===== src/rtl/sens_hispi_enc_pkg.sv =====
// Shared HiSPi Packetized-SP constants and encoder FSM encoding.
// The sync and code words are shared with the receiver lane decoder.
package sens_hispi_enc_pkg;

    localparam logic [11:0] SYNC0    = 12'hFFF;
    localparam logic [11:0] SYNC1    = 12'h000;
    localparam logic [11:0] SYNC2    = 12'h000;

    localparam logic [11:0] CODE_SOL = 12'h001;
    localparam logic [11:0] CODE_SOF = 12'h003;
    localparam logic [11:0] CODE_EOL = 12'h005;
    localparam logic [11:0] CODE_EOF = 12'h007;

    typedef enum logic [2:0] {
        ST_IDLE = 3'd0,
        ST_HDR  = 3'd1,
        ST_DATA = 3'd2,
        ST_TRL  = 3'd3,
        ST_EOFP = 3'd4
    } enc_state_t;

    // Word idx of a 4-word control packet: three sync words, then the code.
    function automatic logic [11:0] ctl_word(input logic [1:0] idx, input logic [11:0] code);
        logic [11:0] w;
        case (idx)
            2'd0:    w = SYNC0;
            2'd1:    w = SYNC1;
            2'd2:    w = SYNC2;
            default: w = code;
        endcase
        return w;
    endfunction

endpackage


===== src/rtl/sens_hispi_enc_gather.sv =====
// Pixel/hact delay line plus 4-pixel gather register; PXD_DLY cycles latency, no backpressure.
// grp shows the gathered group with the current delayed pixel bypassed in; unfilled slots read 0.
module sens_hispi_enc_gather #(
    parameter int NUMLANES = 4,
    parameter int PXD_DLY  = 16
) (
    input  logic                     ipclk,
    input  logic                     irst,
    input  logic [11:0]              pxd,
    input  logic                     hact,
    input  logic                     grp_clr,
    output logic [12*NUMLANES-1:0]   grp,
    output logic                     dly_hact
);

    logic [11:0]        pix_sr [PXD_DLY];
    logic [PXD_DLY-1:0] hact_sr;
    logic [11:0]        gbuf [NUMLANES];
    logic [11:0]        dly_pix;
    logic               dly_hact_d;
    logic               dly_rise;
    logic [1:0]         slot_q;
    logic [1:0]         cur_slot;

    assign dly_pix  = pix_sr[PXD_DLY-1];
    assign dly_hact = hact_sr[PXD_DLY-1];
    assign dly_rise = dly_hact & ~dly_hact_d;
    assign cur_slot = dly_rise ? 2'd0 : slot_q;

    always_ff @(posedge ipclk or posedge irst) begin
        if (irst) begin
            hact_sr    <= '0;
            dly_hact_d <= 1'b0;
            slot_q     <= 2'd0;
            for (int i = 0; i < PXD_DLY; i++) pix_sr[i] <= '0;
            for (int i = 0; i < NUMLANES; i++) gbuf[i] <= '0;
        end else begin
            hact_sr   <= {hact_sr[PXD_DLY-2:0], hact};
            pix_sr[0] <= pxd;
            for (int i = 1; i < PXD_DLY; i++) pix_sr[i] <= pix_sr[i-1];
            dly_hact_d <= dly_hact;
            if (dly_hact) slot_q <= cur_slot + 2'd1;

            // Clearing on emission leaves zeros behind for a short last group.
            if (grp_clr) begin
                for (int i = 0; i < NUMLANES; i++) gbuf[i] <= '0;
            end else if (dly_hact) begin
                if (dly_rise) begin
                    for (int i = 0; i < NUMLANES; i++) gbuf[i] <= '0;
                end
                gbuf[cur_slot] <= dly_pix;
            end
        end
    end

    always_comb begin
        grp = '0;
        for (int i = 0; i < NUMLANES; i++) begin
            grp[12*i +: 12] = (dly_hact && (cur_slot == 2'(i))) ? dly_pix : gbuf[i];
        end
    end

endmodule


===== src/rtl/sens_hispi_enc.sv =====
// Pixel stream to HiSPi 4-lane Packetized-SP words; first header word 4 cycles after line start, data 20.
// No backpressure: a line start while busy is dropped and flagged on the sticky overrun output.
module sens_hispi_enc
    import sens_hispi_enc_pkg::*;
#(
    parameter int NUMLANES  = 4,
    parameter int PXD_DLY   = 16,
    parameter int EMBED_BIT = 4
) (
    input  logic                    pclk,
    input  logic                    prst,
    input  logic [11:0]             pxd_in,
    input  logic                    hact_in,
    input  logic                    vact_in,
    input  logic                    embed,
    output logic [12*NUMLANES-1:0]  lane_dout,
    output logic                    wstb,
    output logic                    busy,
    output logic                    overrun
);

    enc_state_t             state, state_nxt;
    logic [1:0]             phase, wcnt;
    logic                   hact_d, vact_d;
    logic                   first_line, eof_pend, line_acc;
    logic [11:0]            hdr_code, hdr_code_nxt;
    logic [12*NUMLANES-1:0] grp, word_nxt;
    logic                   dly_hact;
    logic                   line_start, vact_rise, vact_fall;
    logic                   last_word, emit, start_hdr, start_eof, gat_hact;

    assign line_start = hact_in & ~hact_d;
    assign vact_rise  = vact_in & ~vact_d;
    assign vact_fall  = ~vact_in & vact_d;
    assign last_word  = (phase == 2'd3) && (wcnt == 2'd3);
    assign emit       = (state != ST_IDLE) && (phase == 2'd2);
    assign busy       = (state != ST_IDLE);

    // Pixels of a rejected line never enter the delay line.
    assign gat_hact = hact_in & (line_start ? (state == ST_IDLE) : line_acc);

    assign hdr_code_nxt = ((first_line | vact_rise) ? CODE_SOF : CODE_SOL)
                        | (embed ? (12'd1 << EMBED_BIT) : 12'd0);

    sens_hispi_enc_gather #(
        .NUMLANES (NUMLANES),
        .PXD_DLY  (PXD_DLY)
    ) u_gather (
        .ipclk    (pclk),
        .irst     (prst),
        .pxd      (pxd_in),
        .hact     (gat_hact),
        .grp_clr  (emit && (state == ST_DATA)),
        .grp      (grp),
        .dly_hact (dly_hact)
    );

    always_ff @(posedge pclk or posedge prst) begin
        if (prst) state <= ST_IDLE;
        else      state <= state_nxt;
    end

    always_comb begin
        state_nxt = state;
        start_hdr = 1'b0;
        start_eof = 1'b0;
        word_nxt  = lane_dout;
        case (state)
            ST_IDLE: begin
                if (line_start) begin
                    state_nxt = ST_HDR;
                    start_hdr = 1'b1;
                end else if (eof_pend) begin
                    state_nxt = ST_EOFP;
                    start_eof = 1'b1;
                end
            end
            ST_HDR: begin
                word_nxt = {NUMLANES{ctl_word(wcnt, hdr_code)}};
                if (last_word) state_nxt = ST_DATA;
            end
            ST_DATA: begin
                word_nxt = grp;
                // In a strobe slot the delayed stream already shows the next group's first pixel.
                if ((phase == 2'd3) && !dly_hact) state_nxt = ST_TRL;
            end
            ST_TRL: begin
                word_nxt = {NUMLANES{ctl_word(wcnt, CODE_EOL)}};
                if (last_word) state_nxt = eof_pend ? ST_EOFP : ST_IDLE;
            end
            ST_EOFP: begin
                word_nxt = {NUMLANES{ctl_word(wcnt, CODE_EOF)}};
                if (last_word) state_nxt = ST_IDLE;
            end
            default: state_nxt = ST_IDLE;
        endcase
    end

    always_ff @(posedge pclk or posedge prst) begin
        if (prst) begin
            phase      <= 2'd0;
            wcnt       <= 2'd0;
            hact_d     <= 1'b0;
            vact_d     <= 1'b0;
            first_line <= 1'b0;
            eof_pend   <= 1'b0;
            line_acc   <= 1'b0;
            hdr_code   <= '0;
            lane_dout  <= '0;
            wstb       <= 1'b0;
            overrun    <= 1'b0;
        end else begin
            phase  <= (start_hdr || start_eof) ? 2'd0 : phase + 2'd1;
            wcnt   <= (state_nxt != state) ? 2'd0 :
                      (phase == 2'd3)      ? wcnt + 2'd1 : wcnt;
            hact_d <= hact_in;
            vact_d <= vact_in;

            if (start_hdr)      first_line <= 1'b0;
            else if (vact_rise) first_line <= 1'b1;

            if (vact_fall)                              eof_pend <= 1'b1;
            else if ((state == ST_EOFP) && last_word)   eof_pend <= 1'b0;

            if (line_start) line_acc <= (state == ST_IDLE);
            if (start_hdr)  hdr_code <= hdr_code_nxt;
            if (line_start && (state != ST_IDLE)) overrun <= 1'b1;

            wstb <= emit;
            if (emit) lane_dout <= word_nxt;
        end
    end

endmodule

===== config.mk =====
export PLATFORM = sky130hd
export DESIGN_NAME = sens_hispi_enc
export DESIGN_NICKNAME = d
export VERILOG_FILES = /design/src/rtl/sens_hispi_enc_pkg.sv /design/src/rtl/sens_hispi_enc_gather.sv /design/src/rtl/sens_hispi_enc.sv
export SDC_FILE = /design/constraint.sdc
export NUM_CORES = 1
export LEC_CHECK = 0
export CORE_UTILIZATION = 55
export CTS_CLUSTER_SIZE = 28
export DETAILED_ROUTE_END_ITERATION = 6
export PLACE_DENSITY = 0.81
export SYNTH_ARGS = -nofsm -noshare
export SYNTH_HDL_FRONTEND = slang
export SYNTH_SLANG_ARGS = --single-unit

===== constraint.sdc =====
create_clock -name pclk -period 20.9 [get_ports pclk]
set_input_delay 3.135 -clock pclk [delete_from_list [all_inputs] [get_ports pclk]]
set_output_delay 3.135 -clock pclk [all_outputs]
set_load 0.02 [all_outputs]

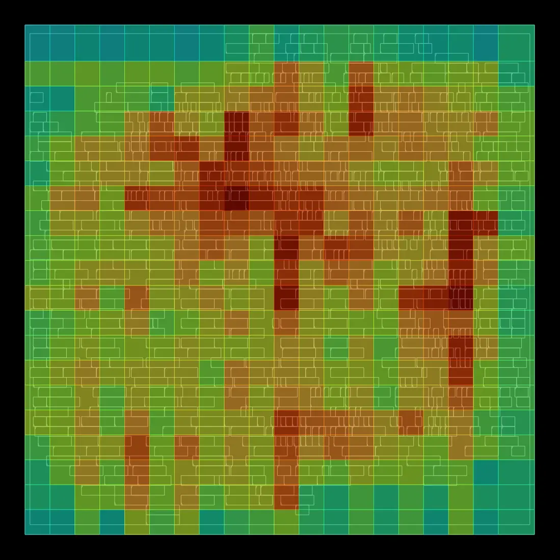
Fig. 1. Routing congestion map (run 1).
busiest layer in global routing: met2
overall track demand over capacity in global routing: 21.3%
met2 Usage GRT: 37.3%
grt met1 use: 26.9%

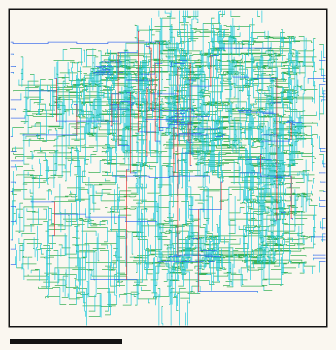
Fig. 2. Wiring by layer (run 1).
Bar = 50 um.
- metal 4: red (wire length 687 um)
- metal 2: cyan (wire length 10500 um)
- metal 3: blue (wire length 903 um)
- metal 1: green (wire length 7980 um)
total length of routed wires: 20.0 mm
routed vias: 6063
routed length per instance: 18.1 um

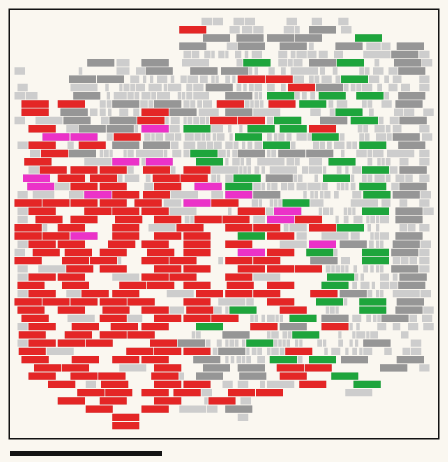
Fig. 3. Where the registers sit (run 1).
Bar = 50 um. Other sequential cells in the stronger grey, the rest of the logic in the fainter grey.
- u_gather.hact_sr: magenta (flops 16)
- u_gather.gbuf: green (flops 48)
- u_gather.pix_sr: red (flops 180)
- not coloured: 80

==> flow_summary_export.csv, run 1 <==
group,metric,value,unit
route,met2_wirelength,10.5,mm
synth,netlist_area,10600,um^2
power,p_seq,0.811,mW
final_timing,setup_violations,0,
floorplanning,chip_area,19900,um^2
run_status,outcome,"complete, no violations",
critical_path,critical_path.reg2reg.endpoint,"u_gather.gbuf[32]",
grt,grt_overflow_total,0,
grt,first_global_vias,6303,
placement,gpl.final_weighted_congestion,0.806,
route,drc,0,
hold_path,hold_path_end,"u_gather.pix_sr[153]",
synth,ys_area,10600,um^2
clock_network,clock_tree_from_tritoncts,"done",
finish,area_share_nonclk_buffers,5.73,%
critical_path,critical_path.endpoint_type,"output port",
route,m1WireLength,7.98,mm
synth,yosys.cell_types.count,47,
critical_path,worstSetupPathDepth,3,
synth,ys_sh_xor,0.165,%
synth,synthTopCellsByCount,"dfrtp_1, nand2_1, a21oi_1",
final_timing,drv_slew,0,
finish,fill_cell_instance_count_of_the_final_layout,1293,
Fig. 4: run 1, a small window of the routed layout
Bar = 5 um. Region (61, 89) to (81, 109) um. Cells in grey, sequential cells in the stronger grey; small squares are vias.
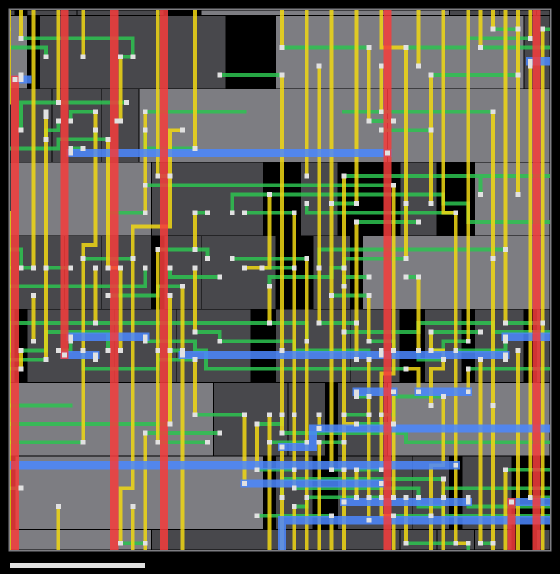

## Run 2: what changed since run 1
==> constraint.sdc (replaced) <==
create_clock -name pclk -period 5.26 [get_ports pclk]
set_input_delay 0.789 -clock pclk [delete_from_list [all_inputs] [get_ports pclk]]
set_output_delay 0.789 -clock pclk [all_outputs]
set_load 0.02 [all_outputs]
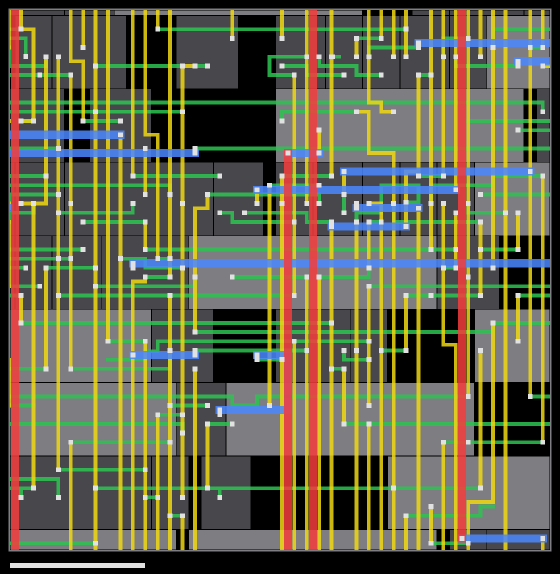
Fig. 5. A small window of the routed layout (run 2).
Bar = 5 um. Region (61, 89) to (81, 109) um. Cells in grey, sequential cells in the stronger grey; small squares are vias.
- metal 1: green
- metal 4: red
- metal 2: yellow
- metal 3: blue
- most frequent: nand2_1 (6), a21oi_1 (6), dfrtp_1 (6)
- cells with their middle in the window: 35
- netlist names of flops here include: u_gather.gbuf (3), lane_dout (2)
- sequential cells in the window: 6

==> run 2 against run 1 <==
  * Sequential share of layout area shrank 0.55 points
  * Setup slack lost 14 ns
  * Sequential power grew to 4.0 times the previous value
  * Critical endpoint is now lane_dout[34]
  * Largest power group unchanged
  * Highest routed layer unchanged
==> flow_summary_export.csv, run 2 <==
group,metric,value,unit
final_timing,timing.clock.skew,0.0160,ns
critical_path,worstPathBufferInverterCount,1,
finish,area_share_nonclk_buffers,6.00,%
final_timing,hold-worst-slack,0.343,ns
power,switching_share,29.6,%
clock_network,worstSkewPairLatency,0.56,ns
synth,synthTopCellsByCount,"dfrtp_1, nand2_1, a21oi_1",
finish,antennaDiodeCount,0,
critical_path,critical_path.reg2reg.endpoint,"lane_dout[34]",
clock_network,clock_tree_from_tritoncts,"done",
finish,layout_top_registers,"u_gather.pix_sr x180, lane_dout x48, u_gather.gbuf x48",
grt,grt_most_used_layer,"met2",
power,p_seq,3.22,mW
hold_path,hold_path_end,"u_gather.pix_sr[70]",
critical_path,worstSetupPathType,"reg -> reg",
synth,ys_sh_xor,0.165,%
placement,gpl.final_weighted_congestion,0.839,
route,total_length_of_routed_wires,19.3,mm
route,drc,0,
grt,global_route.usage.met3,3.46,%
synth,netlist_area,10600,um^2
route,via_count,6088,
grt,grt_first_pass_wirelength,31.9,mm
grt,globalRouteMet1Util,26.4,%
grt,grtUsageMet2,34.9,%
route,routedWlPerCell,17.5,um
finish,post_route_insts_no_fill,1106,
grt,first_global_vias,6196,
grt,grt_overflow_total,0,
floorplanning,chip_area,19900,um^2
critical_path,r2r_start,"u_gather.hact_sr[15]",
finish,largest_register_ffs,180,
finish,multi_input_combinational_area_share,18.3,%
final_timing,setup_violations,0,
synth,post_synth_adder_cell_area,1.18,%
finish,nonClockInverterCount,12,
synth,yosys.cell_types.count,47,
final_timing,drv_slew,0,
critical_path,critical_path.endpoint_type,"flop",
route,m1WireLength,7.77,mm
grt,grt_util_all_layers,20.5,%
route,met2_wirelength,9.95,mm
synth,ys_sh_mux,2.12,%
synth,synth.yosys.seq_area_share,76.2,%
run,log_warnings,37,
run_status,outcome,"complete, no violations",
finish,design.seq.count,324,
finish,layout.cells.largest_class,"flip-flops and latches",
synth,ys_area,10600,um^2
critical_path,worstSetupPathDepth,8,
## Run 3: what changed since run 2
==> constraint.sdc (replaced) <==
create_clock -name pclk -period 3.4 [get_ports pclk]
set_input_delay 0.51 -clock pclk [delete_from_list [all_inputs] [get_ports pclk]]
set_output_delay 0.51 -clock pclk [all_outputs]
set_load 0.02 [all_outputs]
==> run 3 against run 2 <==
  * Utilization increased by 0.23 points
  * Clock power grew 47%
  * Clock skew is 0.0063 ns lower
  * Clock-buffer cell count increased by 3
  * Register-to-register slack worse by 1.5 ns
  * First-iteration DRC count grew 1.0%
  * Area after synthesis unchanged
  * Largest power group unchanged
==> flow_summary_export.csv, run 3 <==
group,metric,value,unit
run_status,outcome,"complete, no violations",
placement,gpl.final_weighted_congestion,0.836,
final_timing,timing.clock.skew,0.00962,ns
run,log_warnings,34,
synth,ys_area,10600,um^2
synth,post_synth_adder_cell_area,1.18,%
grt,grt_most_used_layer,"met2",
route,met2_wirelength,10.7,mm
finish,nonClockInverterCount,12,
clock_network,worstSkewPairLatency,0.54,ns
route,via_count,6116,
route,drc,0,
grt,globalRouteMet1Util,27.5,%
grt,first_global_vias,6318,
critical_path,critical_path.endpoint_type,"flop",
grt,grt_util_all_layers,21.6,%
critical_path,worstSetupPathDepth,9,
synth,synth.yosys.seq_area_share,76.2,%
finish,area_share_nonclk_buffers,6.84,%
route,m1WireLength,8.01,mm
finish,layout.cells.largest_class,"flip-flops and latches",
critical_path,r2r_start,"u_gather.hact_sr[15]",
synth,netlist_area,10600,um^2
synth,ys_sh_xor,0.165,%
clock_network,clock_tree_from_tritoncts,"done",
hold_path,hold_path_end,"u_gather.pix_sr[142]",
synth,synthTopCellsByCount,"dfrtp_1, nand2_1, a21oi_1",
synth,yosys.cell_types.count,47,
route,total_length_of_routed_wires,20.4,mm
finish,design.seq.count,324,
finish,multi_input_combinational_area_share,18.3,%
route,routedWlPerCell,18.2,um
critical_path,worstSetupPathType,"reg -> reg",
final_timing,drv_slew,0,
finish,largest_register_ffs,180,
power,p_seq,4.98,mW
power,switching_share,29.5,%
finish,post_route_insts_no_fill,1116,
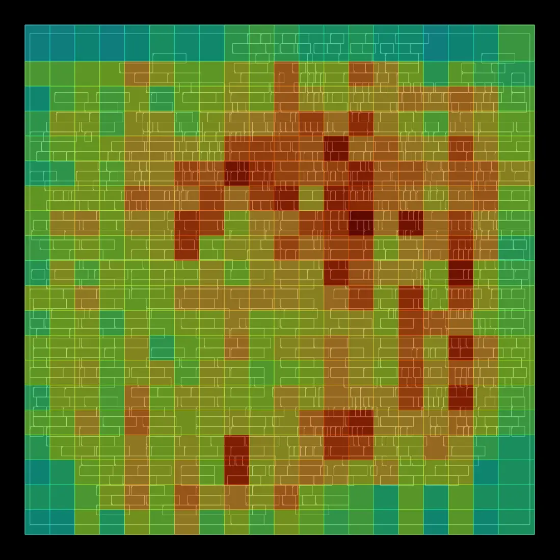
Fig. 6. Routing congestion map (run 3).
post-layout util: 66.9%
grt met3 use: 3.43%
met2 Usage GRT: 37.5%

Power is estimated from default activity; no workload was simulated.
